[config.mk]
export PLATFORM = sky130hd
export DESIGN_NAME = i2s_tx
export DESIGN_NICKNAME = d
export VERILOG_FILES = /design/src/rtl/i2s_pkg.sv /design/src/rtl/i2s_bclk_gen.sv /design/src/rtl/i2s_tx.sv
export SDC_FILE = /design/constraint.sdc
export NUM_CORES = 1
export LEC_CHECK = 0
export CAP_MARGIN = 5
export CORE_UTILIZATION = 55
export CTS_BUF_LIST = sky130_fd_sc_hd__clkbuf_8
export DETAILED_ROUTE_END_ITERATION = 10
export PLACE_DENSITY_LB_ADDON = 0.08
export SLEW_MARGIN = 15
export SYNTH_ARGS = -nofsm -noshare
export SYNTH_HDL_FRONTEND = slang
export SYNTH_HIERARCHICAL = 1
export SYNTH_SLANG_ARGS = --single-unit
[constraint.sdc]
create_clock -name clk -period 4.81 [get_ports clk]
set_input_delay 0.481 -clock clk [delete_from_list [all_inputs] [get_ports clk]]
set_output_delay 0.481 -clock clk [all_outputs]
set_load 0.02 [all_outputs]
[src/rtl/i2s_pkg.sv]
// Shared types, default widths and framing helper for the I2S transmitter.
package i2s_pkg;

  typedef enum logic [1:0] {IDLE, RUN, STOP} i2s_tx_state_t;

  localparam int unsigned SAMPLE_W_DEF = 16;
  localparam int unsigned SLOT_W_DEF   = 32;

  // Word select is high one BCLK early so each edge precedes its slot's MSB.
  function automatic logic lr_from_bitcnt(input int unsigned bc, input int unsigned slot_w);
    return (bc >= slot_w - 1) && (bc <= 2 * slot_w - 2);
  endfunction

endpackage

[src/rtl/i2s_bclk_gen.sv]
// BCLK divider: toggles bclk every CLK_DIV clks while running, flags the falling edge.
module i2s_bclk_gen #(
  parameter int unsigned CLK_DIV = 4
) (
  input  logic clk,
  input  logic reset,
  input  logic run,
  input  logic clear,
  output logic bclk,
  output logic fall_evt
);

  localparam int unsigned DW = (CLK_DIV > 1) ? $clog2(CLK_DIV) : 1;

  logic [DW-1:0] div_cnt;
  logic          tc;

  assign tc       = run && (div_cnt == DW'(CLK_DIV - 1));
  assign fall_evt = tc && bclk;

  always_ff @(posedge clk) begin
    if (reset || clear) begin
      div_cnt <= '0;
      bclk    <= 1'b0;
    end else if (run) begin
      if (tc) begin
        div_cnt <= '0;
        bclk    <= ~bclk;
      end else begin
        div_cnt <= div_cnt + 1'b1;
      end
    end
  end

endmodule

[src/rtl/i2s_tx.sv]
// I2S transmitter: double hold registers, standard I2S framing, fresh/stale tracking.
module i2s_tx
  import i2s_pkg::*;
#(
  parameter int unsigned CLK_DIV  = 4,
  parameter int unsigned SAMPLE_W = SAMPLE_W_DEF,
  parameter int unsigned SLOT_W   = SLOT_W_DEF
) (
  input  logic                       clk,
  input  logic                       reset,
  input  logic                       enable,
  input  logic signed [SAMPLE_W-1:0] sample_in,
  input  logic                       sample_is_right,
  input  logic                       sample_valid,
  output logic                       bclk,
  output logic                       l_r_clk,
  output logic                       sdata,
  output logic                       underrun,
  output logic                       overrun,
  output logic                       busy
);

  localparam int unsigned     BC_W     = $clog2(2 * SLOT_W);
  localparam logic [BC_W-1:0] BC_LAST  = BC_W'(2 * SLOT_W - 1);
  localparam logic [BC_W-1:0] BC_RIGHT = BC_W'(SLOT_W);

  i2s_tx_state_t state, state_next;

  logic [BC_W-1:0]     bit_cnt, bc_next;
  logic [SAMPLE_W-1:0] left_hold, right_hold, shift_reg;
  logic                left_fresh, right_fresh;
  logic                fall_evt, load_left, load_right, wr_left, wr_right;

  i2s_bclk_gen #(.CLK_DIV(CLK_DIV)) u_bclk_gen (
    .clk      (clk),
    .reset    (reset),
    .run      (state != IDLE),
    .clear    (state == IDLE),
    .bclk     (bclk),
    .fall_evt (fall_evt)
  );

  always_comb begin
    bc_next    = (bit_cnt == BC_LAST) ? '0 : bit_cnt + 1'b1;
    load_left  = fall_evt && (bc_next == '0);
    load_right = fall_evt && (bc_next == BC_RIGHT);
    wr_left    = sample_valid && !sample_is_right;
    wr_right   = sample_valid && sample_is_right;
  end

  always_ff @(posedge clk) begin
    if (reset) state <= IDLE;
    else       state <= state_next;
  end

  always_comb begin
    state_next = state;
    unique case (state)
      IDLE: if (enable) state_next = RUN;
      RUN:  if (!enable) state_next = STOP;
      STOP: begin
        if (enable)                                  state_next = RUN;
        else if (fall_evt && (bc_next == BC_LAST))   state_next = IDLE;
      end
      default: state_next = IDLE;
    endcase
  end

  always_ff @(posedge clk) begin
    if (reset) begin
      bit_cnt     <= '0;
      shift_reg   <= '0;
      left_hold   <= '0;
      right_hold  <= '0;
      left_fresh  <= 1'b0;
      right_fresh <= 1'b0;
      l_r_clk     <= 1'b0;
      sdata       <= 1'b0;
      underrun    <= 1'b0;
      overrun     <= 1'b0;
      busy        <= 1'b0;
    end else begin
      underrun <= 1'b0;
      overrun  <= 1'b0;
      busy     <= (state_next != IDLE);

      if (state == IDLE) begin
        if (state_next == RUN) bit_cnt <= BC_LAST;
      end else if (fall_evt) begin
        bit_cnt <= bc_next;
        l_r_clk <= lr_from_bitcnt(32'(bc_next), SLOT_W);
        // Shift register is pre-advanced on load; zeros shifted in cover the slot tail.
        if (load_left) begin
          sdata     <= left_hold[SAMPLE_W-1];
          shift_reg <= {left_hold[SAMPLE_W-2:0], 1'b0};
        end else if (load_right) begin
          sdata     <= right_hold[SAMPLE_W-1];
          shift_reg <= {right_hold[SAMPLE_W-2:0], 1'b0};
        end else begin
          sdata     <= shift_reg[SAMPLE_W-1];
          shift_reg <= {shift_reg[SAMPLE_W-2:0], 1'b0};
        end
        if (state_next == IDLE) begin
          l_r_clk <= 1'b0;
          sdata   <= 1'b0;
        end
      end

      if (load_left && !wr_left) begin
        left_fresh <= 1'b0;
        underrun   <= !left_fresh;
      end
      if (load_right && !wr_right) begin
        right_fresh <= 1'b0;
        underrun    <= !right_fresh;
      end

      // A write colliding with its own slot load wins the flag and suppresses both pulses.
      if (wr_left) begin
        left_hold  <= sample_in;
        left_fresh <= 1'b1;
        overrun    <= left_fresh && !load_left;
      end
      if (wr_right) begin
        right_hold  <= sample_in;
        right_fresh <= 1'b1;
        overrun     <= right_fresh && !load_right;
      end
    end
  end

endmodule

**The metal 1 layer**

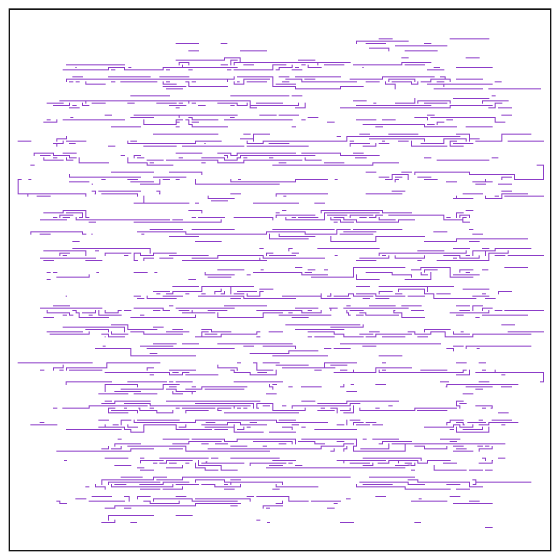
- longest straight run: 27.1 um
- nets with wire on the layer: 372
met1 usage: 32.8%
drt total wl: 6920 um
DR vias: 2677

**Local utilization**

8 x 8 tiles, from white (low) to dark blue (high), 0 to 100% covered.
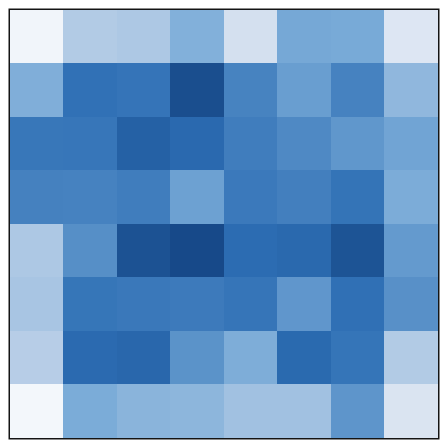
- mean over tiles: 57%
- densest ninth of the die: middle
- fullest tile: 90%
- tiles over 75% full: 17%
Finished Core Util: 66.2%
Core Box Area: 5270 um^2
Init Core Util: 58.8%

**Sequential cells grouped by signal name**

Other sequential cells in the stronger gray, the rest of the logic in the fainter gray.
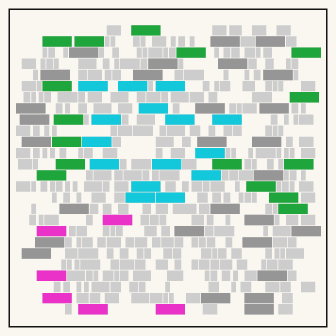
- `right_hold`: green (placed flops 16)
- `bit_cnt`: magenta (placed flops 6; where bottom left)
- `shift_reg`: cyan (placed flops 15)
- not colored: 28
Seq/total area: 37.3%
Seq. cell area: 1300 um^2
seq pwr: 579 uW

**Cell outlines without signal wires**

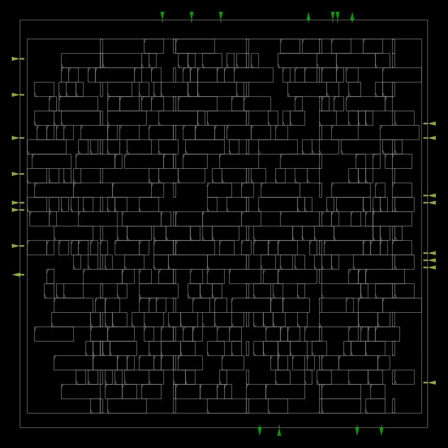
Fill cells: 465
tap cell count: 70

**M2 wires**

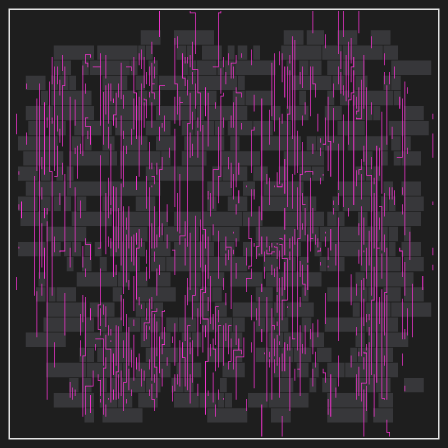
- longest straight run: 42.5 um
- main direction: vertical
- share of all routed wire: 45%
- nets with wire on the layer: 324
- wire length on this layer: 3090 um
met2 Usage GRT: 37.5%

==> flow_summary.ini <==
; flow metrics
[layout]
lay_top_count = nand2_1
drive_gt1_share_pct = 8.64
lay_top_cells = 69 x nand2_1, 65 x dfxtp_1, 39 x a21oi_1
area_delta_synth_final_pct = 12.7
final-clk-cell-share_pct = 4.84
dominant_cells = combinational gates
design_area_um2 = 3490
n_antenna_cell = 0
nets = 405

[final_timing]
finalWorstSetupSlack_ps = 1650
fin_crit_sh_pct = 65.7
hold_viol_final = 0
hold-worst-slack_ps = 461
tightest_slew_ps = 967

[synth]
ys_sh_adder_pct = 2.02
ys_ff = 65
yosysTopAreaCellShare_pct = 42.0
syn_inst = 370
top_cell = nand2_1
dominantRegCellSynth = dfxtp_1
ys_types = 46

[critical_path]
cp.buffers_inverters = 1
worstSetupPathType = register to register
crit_fanout = 20
critical_path.top_delay_family = simple AND/OR/NAND/NOR gates

[drt]
dr.pass1.iters = 5
wl_per_cell_um = 15.3
ant_nets = 0
drc = 0
dr_wl_met3_um = 421

[cts]
clkTransAtPathRegs_ps = 70
cts_tree = done
worstSkewPairLatency_ps = 340

[placement]
dpl_cell_area_um2 = 3320
preCtsSetupSlack_ps = 1710

[power]
power_frac_seq_pct = 53.4
p_leak_nw = 1.22
swShare_pct = 25.4
comb_power_share_pct = 8.7

[run_status]
status = completed

[die]
die_y_um = 77.0
Power figures rest on the tool's default switching activity, not on a simulated workload.
